<file path="config.mk">
export PLATFORM = sky130hd
export DESIGN_NAME = spatial_encoder_arbiter_flat
export DESIGN_NICKNAME = d
export VERILOG_FILES = /design/src/rtl/spatial_encoder_arbiter_pkg.sv /design/src/rtl/spatial_encoder_arbiter_if.sv /design/src/rtl/spatial_encoder_arbiter_grant.sv /design/src/rtl/spatial_encoder_arbiter.sv /design/src/flat_wrapper.sv
export SDC_FILE = /design/constraint.sdc
export NUM_CORES = 1
export LEC_CHECK = 0
export ABC_AREA = 0
export CAP_MARGIN = 20
export CORE_AREA = 8 8 104 115
export DETAILED_ROUTE_END_ITERATION = 8
export DIE_AREA = 0 0 112 123
export PLACE_DENSITY = 0.82
export SLEW_MARGIN = 25
export SYNTH_ARGS = -nofsm -noshare
export SYNTH_HDL_FRONTEND = slang
export SYNTH_SLANG_ARGS = --single-unit
</file>
<file path="constraint.sdc">
create_clock -name Clk_CI -period 7.3 [get_ports Clk_CI]
set_input_delay 2.19 -clock Clk_CI [delete_from_list [all_inputs] [get_ports Clk_CI]]
set_output_delay 2.19 -clock Clk_CI [all_outputs]
set_load 0.005 [all_outputs]
</file>
<file path="src/rtl/spatial_encoder_arbiter_pkg.sv">
// Shared widths, FSM encoding and requester constants for spatial_encoder_arbiter.
// Optional build macro: SPATIAL_ARB_FIXED_PRIORITY_EN (see spatial_arb_grant).
package spatial_encoder_arbiter_pkg;

    localparam int DEF_CHANNEL_WIDTH  = 5;
    localparam int DEF_INPUT_CHANNELS = 4;
    localparam int DEF_MODE_WIDTH     = 2;
    localparam int DEF_LABEL_WIDTH    = 3;
    localparam int DEF_HV_DIMENSION   = 64;

    typedef enum logic [1:0] {
        SARB_IDLE    = 2'd0,
        SARB_ISSUE   = 2'd1,
        SARB_WAIT    = 2'd2,
        SARB_DELIVER = 2'd3
    } sarb_state_e;

    // Requester 0 is the live classification stream, requester 1 the training stream.
    localparam logic REQ_LIVE  = 1'b0;
    localparam logic REQ_TRAIN = 1'b1;

    function automatic logic [1:0] req_onehot(input logic idx);
        return idx ? 2'b10 : 2'b01;
    endfunction

endpackage

</file>
<file path="src/rtl/spatial_encoder_arbiter_if.sv">
// Request, encoder and response buses of spatial_encoder_arbiter.
// The slave modport is the arbiter's view; master is the producers/encoder side.
interface spatial_encoder_arbiter_if #(
    parameter int CHANNEL_WIDTH  = spatial_encoder_arbiter_pkg::DEF_CHANNEL_WIDTH,
    parameter int INPUT_CHANNELS = spatial_encoder_arbiter_pkg::DEF_INPUT_CHANNELS,
    parameter int MODE_WIDTH     = spatial_encoder_arbiter_pkg::DEF_MODE_WIDTH,
    parameter int LABEL_WIDTH    = spatial_encoder_arbiter_pkg::DEF_LABEL_WIDTH,
    parameter int HV_DIMENSION   = spatial_encoder_arbiter_pkg::DEF_HV_DIMENSION
);

    localparam int CH_BITS = CHANNEL_WIDTH * INPUT_CHANNELS;

    logic [1:0]              ReqValid_SI;
    logic [1:0]              ReqReady_SO;
    logic [MODE_WIDTH-1:0]   ReqMode0_SI;
    logic [MODE_WIDTH-1:0]   ReqMode1_SI;
    logic [LABEL_WIDTH-1:0]  ReqLabel0_DI;
    logic [LABEL_WIDTH-1:0]  ReqLabel1_DI;
    logic [CH_BITS-1:0]      ReqChannels0_DI;
    logic [CH_BITS-1:0]      ReqChannels1_DI;

    logic                    EncValid_SO;
    logic                    EncReady_SI;
    logic [MODE_WIDTH-1:0]   EncMode_SO;
    logic [LABEL_WIDTH-1:0]  EncLabel_DO;
    logic [CH_BITS-1:0]      EncChannels_DO;

    logic                    EncValid_SI;
    logic                    EncReady_SO;
    logic [MODE_WIDTH-1:0]   EncMode_SI;
    logic [LABEL_WIDTH-1:0]  EncLabel_DI;
    logic [HV_DIMENSION-1:0] EncHypervector_DI;

    logic [1:0]              RspValid_SO;
    logic [1:0]              RspReady_SI;
    logic [MODE_WIDTH-1:0]   RspMode_SO;
    logic [LABEL_WIDTH-1:0]  RspLabel_DO;
    logic [HV_DIMENSION-1:0] RspHypervector_DO;

    logic                    Owner_SO;
    logic                    Busy_SO;

    modport slave (
        input  ReqValid_SI, ReqMode0_SI, ReqMode1_SI, ReqLabel0_DI, ReqLabel1_DI,
               ReqChannels0_DI, ReqChannels1_DI,
               EncReady_SI, EncValid_SI, EncMode_SI, EncLabel_DI, EncHypervector_DI,
               RspReady_SI,
        output ReqReady_SO,
               EncValid_SO, EncMode_SO, EncLabel_DO, EncChannels_DO, EncReady_SO,
               RspValid_SO, RspMode_SO, RspLabel_DO, RspHypervector_DO,
               Owner_SO, Busy_SO
    );

    modport master (
        output ReqValid_SI, ReqMode0_SI, ReqMode1_SI, ReqLabel0_DI, ReqLabel1_DI,
               ReqChannels0_DI, ReqChannels1_DI,
               EncReady_SI, EncValid_SI, EncMode_SI, EncLabel_DI, EncHypervector_DI,
               RspReady_SI,
        input  ReqReady_SO,
               EncValid_SO, EncMode_SO, EncLabel_DO, EncChannels_DO, EncReady_SO,
               RspValid_SO, RspMode_SO, RspLabel_DO, RspHypervector_DO,
               Owner_SO, Busy_SO
    );

endinterface

</file>
<file path="src/rtl/spatial_encoder_arbiter_grant.sv">
// Combinational two-requester grant: round-robin on LastGrant by default,
// fixed priority for the live stream when SPATIAL_ARB_FIXED_PRIORITY_EN is defined.
module spatial_arb_grant
    import spatial_encoder_arbiter_pkg::*;
(
    input  logic [1:0] req_valid_i,
    input  logic       last_grant_i,
    output logic [1:0] grant_o,
    output logic       grant_idx_o
);

`ifdef SPATIAL_ARB_FIXED_PRIORITY_EN
    logic unused_last_grant;
    assign unused_last_grant = last_grant_i;

    // The live stream wins every contested cycle.
    assign grant_idx_o = req_valid_i[REQ_LIVE] ? REQ_LIVE : REQ_TRAIN;
`else
    // A tie goes to whichever requester was not granted last.
    assign grant_idx_o = (&req_valid_i) ? ~last_grant_i : req_valid_i[REQ_TRAIN];
`endif

    assign grant_o = (|req_valid_i) ? req_onehot(grant_idx_o) : 2'b00;

endmodule

</file>
<file path="src/rtl/spatial_encoder_arbiter.sv">
// Shares one non-pipelined spatial encoder between the live and training sample streams,
// one transaction in flight. Build macro: SPATIAL_ARB_FIXED_PRIORITY_EN.
module spatial_encoder_arbiter
    import spatial_encoder_arbiter_pkg::*;
#(
    parameter int CHANNEL_WIDTH  = DEF_CHANNEL_WIDTH,
    parameter int INPUT_CHANNELS = DEF_INPUT_CHANNELS,
    parameter int MODE_WIDTH     = DEF_MODE_WIDTH,
    parameter int LABEL_WIDTH    = DEF_LABEL_WIDTH,
    parameter int HV_DIMENSION   = DEF_HV_DIMENSION
) (
    input  logic                       Clk_CI,
    input  logic                       Reset_RI,
    spatial_encoder_arbiter_if.slave   bus
);

    localparam int CH_BITS = CHANNEL_WIDTH * INPUT_CHANNELS;

    sarb_state_e             state_q, state_d;
    logic                    owner_q, owner_d;
    logic                    last_grant_q, last_grant_d;

    logic [MODE_WIDTH-1:0]   iss_mode_q, iss_mode_d;
    logic [LABEL_WIDTH-1:0]  iss_label_q, iss_label_d;
    logic [CH_BITS-1:0]      iss_chan_q, iss_chan_d;

    logic [MODE_WIDTH-1:0]   rsp_mode_q, rsp_mode_d;
    logic [LABEL_WIDTH-1:0]  rsp_label_q, rsp_label_d;
    logic [HV_DIMENSION-1:0] rsp_hv_q, rsp_hv_d;

    logic [1:0]              grant;
    logic                    grant_idx;

    spatial_arb_grant u_grant (
        .req_valid_i  (bus.ReqValid_SI),
        .last_grant_i (last_grant_q),
        .grant_o      (grant),
        .grant_idx_o  (grant_idx)
    );

    // NOTE: sequential state uses non-blocking assignments so every register samples
    // the pre-edge value of its neighbours, independent of statement order.
    // NOTE: issue and response registers are reset as well, because they drive
    // externally visible buses whose post-reset value is defined.
    always_ff @(posedge Clk_CI or posedge Reset_RI) begin
        if (Reset_RI) begin
            state_q      <= SARB_IDLE;
            owner_q      <= REQ_LIVE;
            last_grant_q <= REQ_TRAIN;
            iss_mode_q   <= '0;
            iss_label_q  <= '0;
            iss_chan_q   <= '0;
            rsp_mode_q   <= '0;
            rsp_label_q  <= '0;
            rsp_hv_q     <= '0;
        end else begin
            state_q      <= state_d;
            owner_q      <= owner_d;
            last_grant_q <= last_grant_d;
            iss_mode_q   <= iss_mode_d;
            iss_label_q  <= iss_label_d;
            iss_chan_q   <= iss_chan_d;
            rsp_mode_q   <= rsp_mode_d;
            rsp_label_q  <= rsp_label_d;
            rsp_hv_q     <= rsp_hv_d;
        end
    end

    always_comb begin
        // NOTE: every next-state value defaults to its register, so no path through
        // the case leaves a variable unassigned and no latch is inferred.
        state_d      = state_q;
        owner_d      = owner_q;
        last_grant_d = last_grant_q;
        iss_mode_d   = iss_mode_q;
        iss_label_d  = iss_label_q;
        iss_chan_d   = iss_chan_q;
        rsp_mode_d   = rsp_mode_q;
        rsp_label_d  = rsp_label_q;
        rsp_hv_d     = rsp_hv_q;

        case (state_q)
            SARB_IDLE: begin
                if (|grant) begin
                    state_d      = SARB_ISSUE;
                    owner_d      = grant_idx;
                    last_grant_d = grant_idx;
                    iss_mode_d   = grant_idx ? bus.ReqMode1_SI     : bus.ReqMode0_SI;
                    iss_label_d  = grant_idx ? bus.ReqLabel1_DI    : bus.ReqLabel0_DI;
                    iss_chan_d   = grant_idx ? bus.ReqChannels1_DI : bus.ReqChannels0_DI;
                end
            end
            SARB_ISSUE: begin
                if (bus.EncReady_SI) state_d = SARB_WAIT;
            end
            SARB_WAIT: begin
                if (bus.EncValid_SI) begin
                    state_d     = SARB_DELIVER;
                    rsp_mode_d  = bus.EncMode_SI;
                    rsp_label_d = bus.EncLabel_DI;
                    rsp_hv_d    = bus.EncHypervector_DI;
                end
            end
            SARB_DELIVER: begin
                // Only the owner's ready completes the response.
                if (bus.RspReady_SI[owner_q]) state_d = SARB_IDLE;
            end
            default: state_d = SARB_IDLE;
        endcase
    end

    always_comb begin
        bus.ReqReady_SO = 2'b00;
        bus.EncValid_SO = 1'b0;
        bus.EncReady_SO = 1'b0;
        bus.RspValid_SO = 2'b00;

        case (state_q)
            SARB_IDLE:    bus.ReqReady_SO = grant;
            SARB_ISSUE:   bus.EncValid_SO = 1'b1;
            SARB_WAIT:    bus.EncReady_SO = 1'b1;
            SARB_DELIVER: bus.RspValid_SO = req_onehot(owner_q);
            default:      bus.ReqReady_SO = 2'b00;
        endcase
    end

    assign bus.EncMode_SO        = iss_mode_q;
    assign bus.EncLabel_DO       = iss_label_q;
    assign bus.EncChannels_DO    = iss_chan_q;
    assign bus.RspMode_SO        = rsp_mode_q;
    assign bus.RspLabel_DO       = rsp_label_q;
    assign bus.RspHypervector_DO = rsp_hv_q;
    assign bus.Owner_SO          = owner_q;
    assign bus.Busy_SO           = (state_q != SARB_IDLE);

endmodule
</file>
<file path="src/flat_wrapper.sv">
// flat-port wrapper written by rule: the top's interface ports become plain ports
module spatial_encoder_arbiter_flat import spatial_encoder_arbiter_pkg::*;
#(
    parameter int CHANNEL_WIDTH  = DEF_CHANNEL_WIDTH,
    parameter int INPUT_CHANNELS = DEF_INPUT_CHANNELS,
    parameter int MODE_WIDTH     = DEF_MODE_WIDTH,
    parameter int LABEL_WIDTH    = DEF_LABEL_WIDTH,
    parameter int HV_DIMENSION   = DEF_HV_DIMENSION
)
  (Clk_CI, Reset_RI, bus_ReqValid_SI, bus_ReqMode0_SI, bus_ReqMode1_SI, bus_ReqLabel0_DI, bus_ReqLabel1_DI, bus_ReqChannels0_DI, bus_ReqChannels1_DI, bus_EncReady_SI, bus_EncValid_SI, bus_EncMode_SI, bus_EncLabel_DI, bus_EncHypervector_DI, bus_RspReady_SI, bus_ReqReady_SO, bus_EncValid_SO, bus_EncMode_SO, bus_EncLabel_DO, bus_EncChannels_DO, bus_EncReady_SO, bus_RspValid_SO, bus_RspMode_SO, bus_RspLabel_DO, bus_RspHypervector_DO, bus_Owner_SO, bus_Busy_SO);
  spatial_encoder_arbiter_if #(.CHANNEL_WIDTH(CHANNEL_WIDTH), .INPUT_CHANNELS(INPUT_CHANNELS), .MODE_WIDTH(MODE_WIDTH), .LABEL_WIDTH(LABEL_WIDTH), .HV_DIMENSION(HV_DIMENSION)) bus_i ();
  input  logic Clk_CI;
  input  logic Reset_RI;
  input wire logic [$bits(bus_i.ReqValid_SI)-1:0] bus_ReqValid_SI;
  input wire logic [$bits(bus_i.ReqMode0_SI)-1:0] bus_ReqMode0_SI;
  input wire logic [$bits(bus_i.ReqMode1_SI)-1:0] bus_ReqMode1_SI;
  input wire logic [$bits(bus_i.ReqLabel0_DI)-1:0] bus_ReqLabel0_DI;
  input wire logic [$bits(bus_i.ReqLabel1_DI)-1:0] bus_ReqLabel1_DI;
  input wire logic [$bits(bus_i.ReqChannels0_DI)-1:0] bus_ReqChannels0_DI;
  input wire logic [$bits(bus_i.ReqChannels1_DI)-1:0] bus_ReqChannels1_DI;
  input wire logic [$bits(bus_i.EncReady_SI)-1:0] bus_EncReady_SI;
  input wire logic [$bits(bus_i.EncValid_SI)-1:0] bus_EncValid_SI;
  input wire logic [$bits(bus_i.EncMode_SI)-1:0] bus_EncMode_SI;
  input wire logic [$bits(bus_i.EncLabel_DI)-1:0] bus_EncLabel_DI;
  input wire logic [$bits(bus_i.EncHypervector_DI)-1:0] bus_EncHypervector_DI;
  input wire logic [$bits(bus_i.RspReady_SI)-1:0] bus_RspReady_SI;
  output wire logic [$bits(bus_i.ReqReady_SO)-1:0] bus_ReqReady_SO;
  output wire logic [$bits(bus_i.EncValid_SO)-1:0] bus_EncValid_SO;
  output wire logic [$bits(bus_i.EncMode_SO)-1:0] bus_EncMode_SO;
  output wire logic [$bits(bus_i.EncLabel_DO)-1:0] bus_EncLabel_DO;
  output wire logic [$bits(bus_i.EncChannels_DO)-1:0] bus_EncChannels_DO;
  output wire logic [$bits(bus_i.EncReady_SO)-1:0] bus_EncReady_SO;
  output wire logic [$bits(bus_i.RspValid_SO)-1:0] bus_RspValid_SO;
  output wire logic [$bits(bus_i.RspMode_SO)-1:0] bus_RspMode_SO;
  output wire logic [$bits(bus_i.RspLabel_DO)-1:0] bus_RspLabel_DO;
  output wire logic [$bits(bus_i.RspHypervector_DO)-1:0] bus_RspHypervector_DO;
  output wire logic [$bits(bus_i.Owner_SO)-1:0] bus_Owner_SO;
  output wire logic [$bits(bus_i.Busy_SO)-1:0] bus_Busy_SO;
  assign bus_i.ReqValid_SI = bus_ReqValid_SI;
  assign bus_i.ReqMode0_SI = bus_ReqMode0_SI;
  assign bus_i.ReqMode1_SI = bus_ReqMode1_SI;
  assign bus_i.ReqLabel0_DI = bus_ReqLabel0_DI;
  assign bus_i.ReqLabel1_DI = bus_ReqLabel1_DI;
  assign bus_i.ReqChannels0_DI = bus_ReqChannels0_DI;
  assign bus_i.ReqChannels1_DI = bus_ReqChannels1_DI;
  assign bus_i.EncReady_SI = bus_EncReady_SI;
  assign bus_i.EncValid_SI = bus_EncValid_SI;
  assign bus_i.EncMode_SI = bus_EncMode_SI;
  assign bus_i.EncLabel_DI = bus_EncLabel_DI;
  assign bus_i.EncHypervector_DI = bus_EncHypervector_DI;
  assign bus_i.RspReady_SI = bus_RspReady_SI;
  assign bus_ReqReady_SO = bus_i.ReqReady_SO;
  assign bus_EncValid_SO = bus_i.EncValid_SO;
  assign bus_EncMode_SO = bus_i.EncMode_SO;
  assign bus_EncLabel_DO = bus_i.EncLabel_DO;
  assign bus_EncChannels_DO = bus_i.EncChannels_DO;
  assign bus_EncReady_SO = bus_i.EncReady_SO;
  assign bus_RspValid_SO = bus_i.RspValid_SO;
  assign bus_RspMode_SO = bus_i.RspMode_SO;
  assign bus_RspLabel_DO = bus_i.RspLabel_DO;
  assign bus_RspHypervector_DO = bus_i.RspHypervector_DO;
  assign bus_Owner_SO = bus_i.Owner_SO;
  assign bus_Busy_SO = bus_i.Busy_SO;
  spatial_encoder_arbiter #(.CHANNEL_WIDTH(CHANNEL_WIDTH), .INPUT_CHANNELS(INPUT_CHANNELS), .MODE_WIDTH(MODE_WIDTH), .LABEL_WIDTH(LABEL_WIDTH), .HV_DIMENSION(HV_DIMENSION)) u_core (.Clk_CI(Clk_CI), .Reset_RI(Reset_RI), .bus(bus_i));
endmodule
</file>
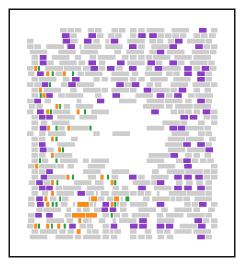
*Gate families picked out, run 1*
Scale: 2 px per um.
color	family	cells
green	NAND gates	27
purple	multiplexers	96
orange	inverting AOI/OAI gates	32
fin cells: 640
most instantiated logic cell after routing: clkdlybuf4s50_1

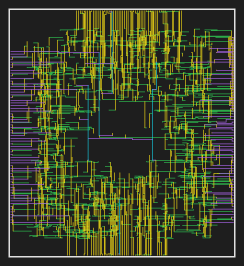
*Signal wires by layer, run 1*
Scale: 2 px per um.
color	layer	wire length
yellow	met2	5710 um
green	met1	4380 um
purple	met3	1200 um
cyan	met4	196 um
aggregate global-route resource usage: 0.1641
final wirelength: 11480 um
DR WL/cell: 17.94 um

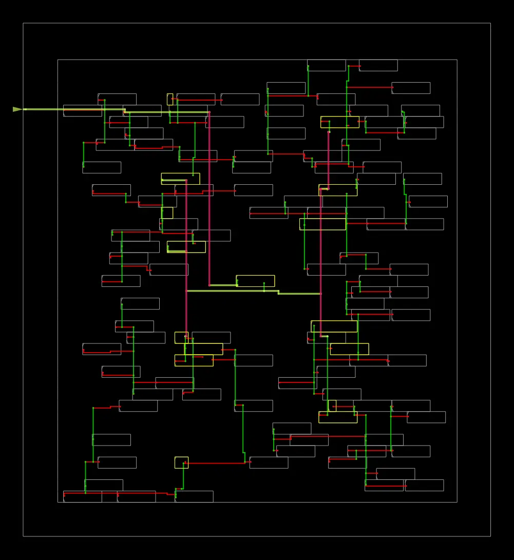
*Clock wiring as the flow saved it, run 1*
Late-Pin Clk Latency: 0.33 ns
clock buffer count from CTS: 9
flop count: 98
clk_buf instances: 10
Clock Skew: 0.007631 ns

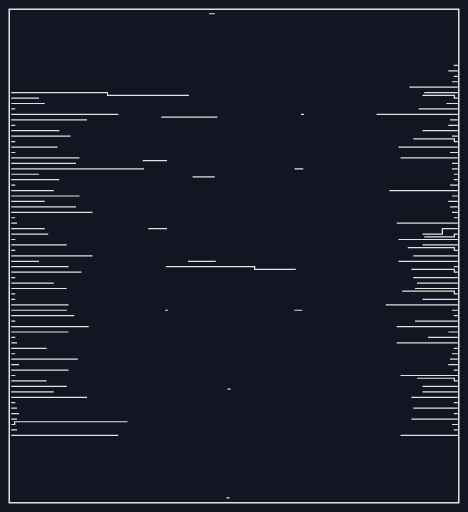
*The metal 3 layer, run 1*
Scale: 4 px per um.
longest straight run	32.9 um
nets with wire on the layer	137
wire length on this layer	1200 um
main direction	horizontal
share of all routed wire	10%
via count: 3029
met3 Track Usage GR: 0.07328

==> results.txt, run 1 <==
flow finished, numbers: Cells after Synth about 280, root cell of the clock tree clkbuf_16, Tool Warnings 29, Yosys Instances 284, grt met1 use 0.1722, Syn Std Cell Area 0.003998 mm2, Core ar. 0.01015 mm2, status finished, final reports clean, fraction of area in registers 0.3660, max-slew violation count 0, count of multi-input gates 165, switching share of power 0.2812, XOR/XNOR Area Share 0, worst hold path class reg2reg, Top-area cell share 0.6072, DR top layer met4, chip footprint 0.01378 mm2, top cells by count, synth dfrtp_1, mux2_2, nand2_1, Yosys reg bits 98, FF-to-FF End u_core.bus.RspHypervector_DO[47]$_DFFE_PP0P_, met2 global-route usage 0.2861, Critical Path AT around 3.8 ns, Crit path top cell by count clkdlybuf4s50_1, largest net degree at the start of global routing 59, adder share 0.01252, Flop pwr share 0.362
### Clock distribution, run 1

Scale: 4 px per um.
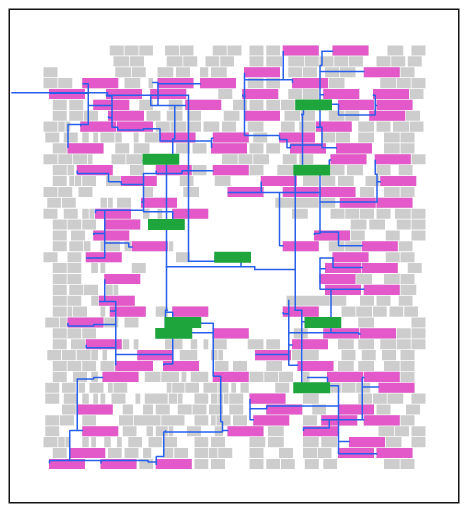

==> run 2, diff against run 1 <==
--- a/config.mk
+++ b/config.mk
@@ -7,10 +7,10 @@
 export LEC_CHECK = 0
 export ABC_AREA = 0
 export CAP_MARGIN = 20
-export CORE_AREA = 8 8 104 115
+export CORE_AREA = 8 8 107 119
 export DETAILED_ROUTE_END_ITERATION = 8
-export DIE_AREA = 0 0 112 123
-export PLACE_DENSITY = 0.82
+export DIE_AREA = 0 0 115 127
+export PLACE_DENSITY = 0.77
 export SLEW_MARGIN = 25
 export SYNTH_ARGS = -nofsm -noshare
 export SYNTH_HDL_FRONTEND = slang
==> constraint.sdc (replaced) <==
create_clock -name Clk_CI -period 6.24 [get_ports Clk_CI]
set_input_delay 1.872 -clock Clk_CI [delete_from_list [all_inputs] [get_ports Clk_CI]]
set_output_delay 1.872 -clock Clk_CI [all_outputs]
set_load 0.005 [all_outputs]
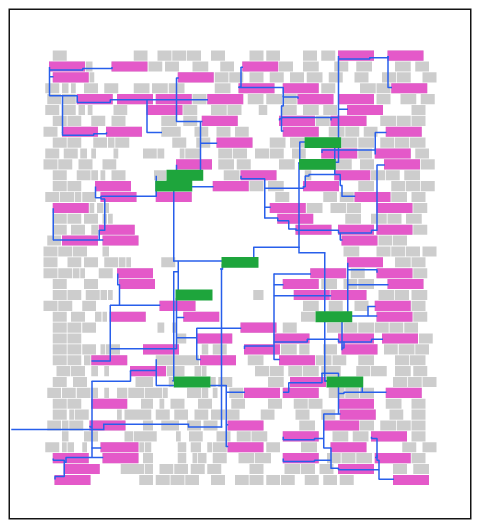
*Clock distribution, run 2*
Scale: 4 px per um.
[magenta] flip-flops | count: 98
[blue] clock wires | length: 1170 um
[green] cells driving clock nets | count: 9
flops lie	all over the die
P_clk: 557 uW
Clock Skew: 0.005753 ns
Clock Power Share: 0.180

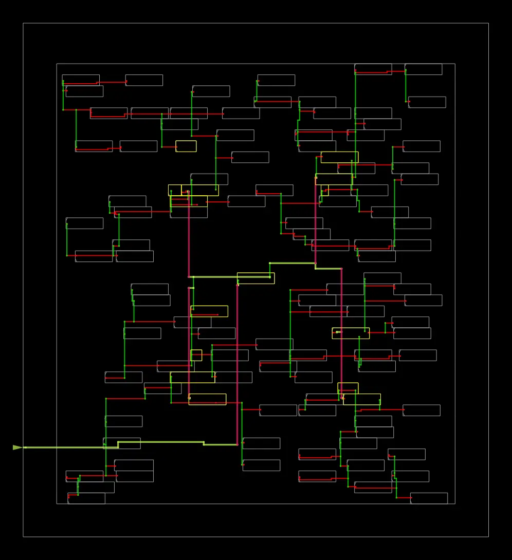
*Clock wiring as the flow saved it, run 2*
clk_buf instances: 11
CTS sink cnt: 98

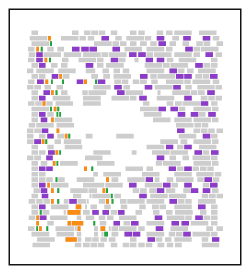
*Gate families picked out, run 2*
Scale: 2 px per um.
color	family	cells
green	NAND gates	27
purple	multiplexers	96
orange	inverting AOI/OAI gates	32
Comb area share: 0.2143
fin cells: 663

==> results.txt, run 2 <==
flow finished, numbers: status finished, final reports clean, grt met1 use 0.1747, Yosys Instances 284, via count 3026, Crit path top cell by count clkdlybuf4s50_1, Top-area cell share 0.6072, Late-Pin Clk Latency 0.33 ns, chip footprint 0.01461 mm2, max-slew violation count 0, most instantiated logic cell after routing clkdlybuf4s50_1, largest net degree at the start of global routing around 60, switching share of power 0.2836, Critical Path AT about 3.5 ns, Tool Warnings 29, clock buffer count from CTS 9, top cells by count, synth dfrtp_1, mux2_2, nand2_1, Syn Std Cell Area 0.003998 mm2, XOR/XNOR Area Share 0, fraction of area in registers 0.3652, flop count 98, FF-to-FF End u_core.bus.RspHypervector_DO[61]$_DFFE_PP0P_
Power is estimated from default activity; no workload was simulated.
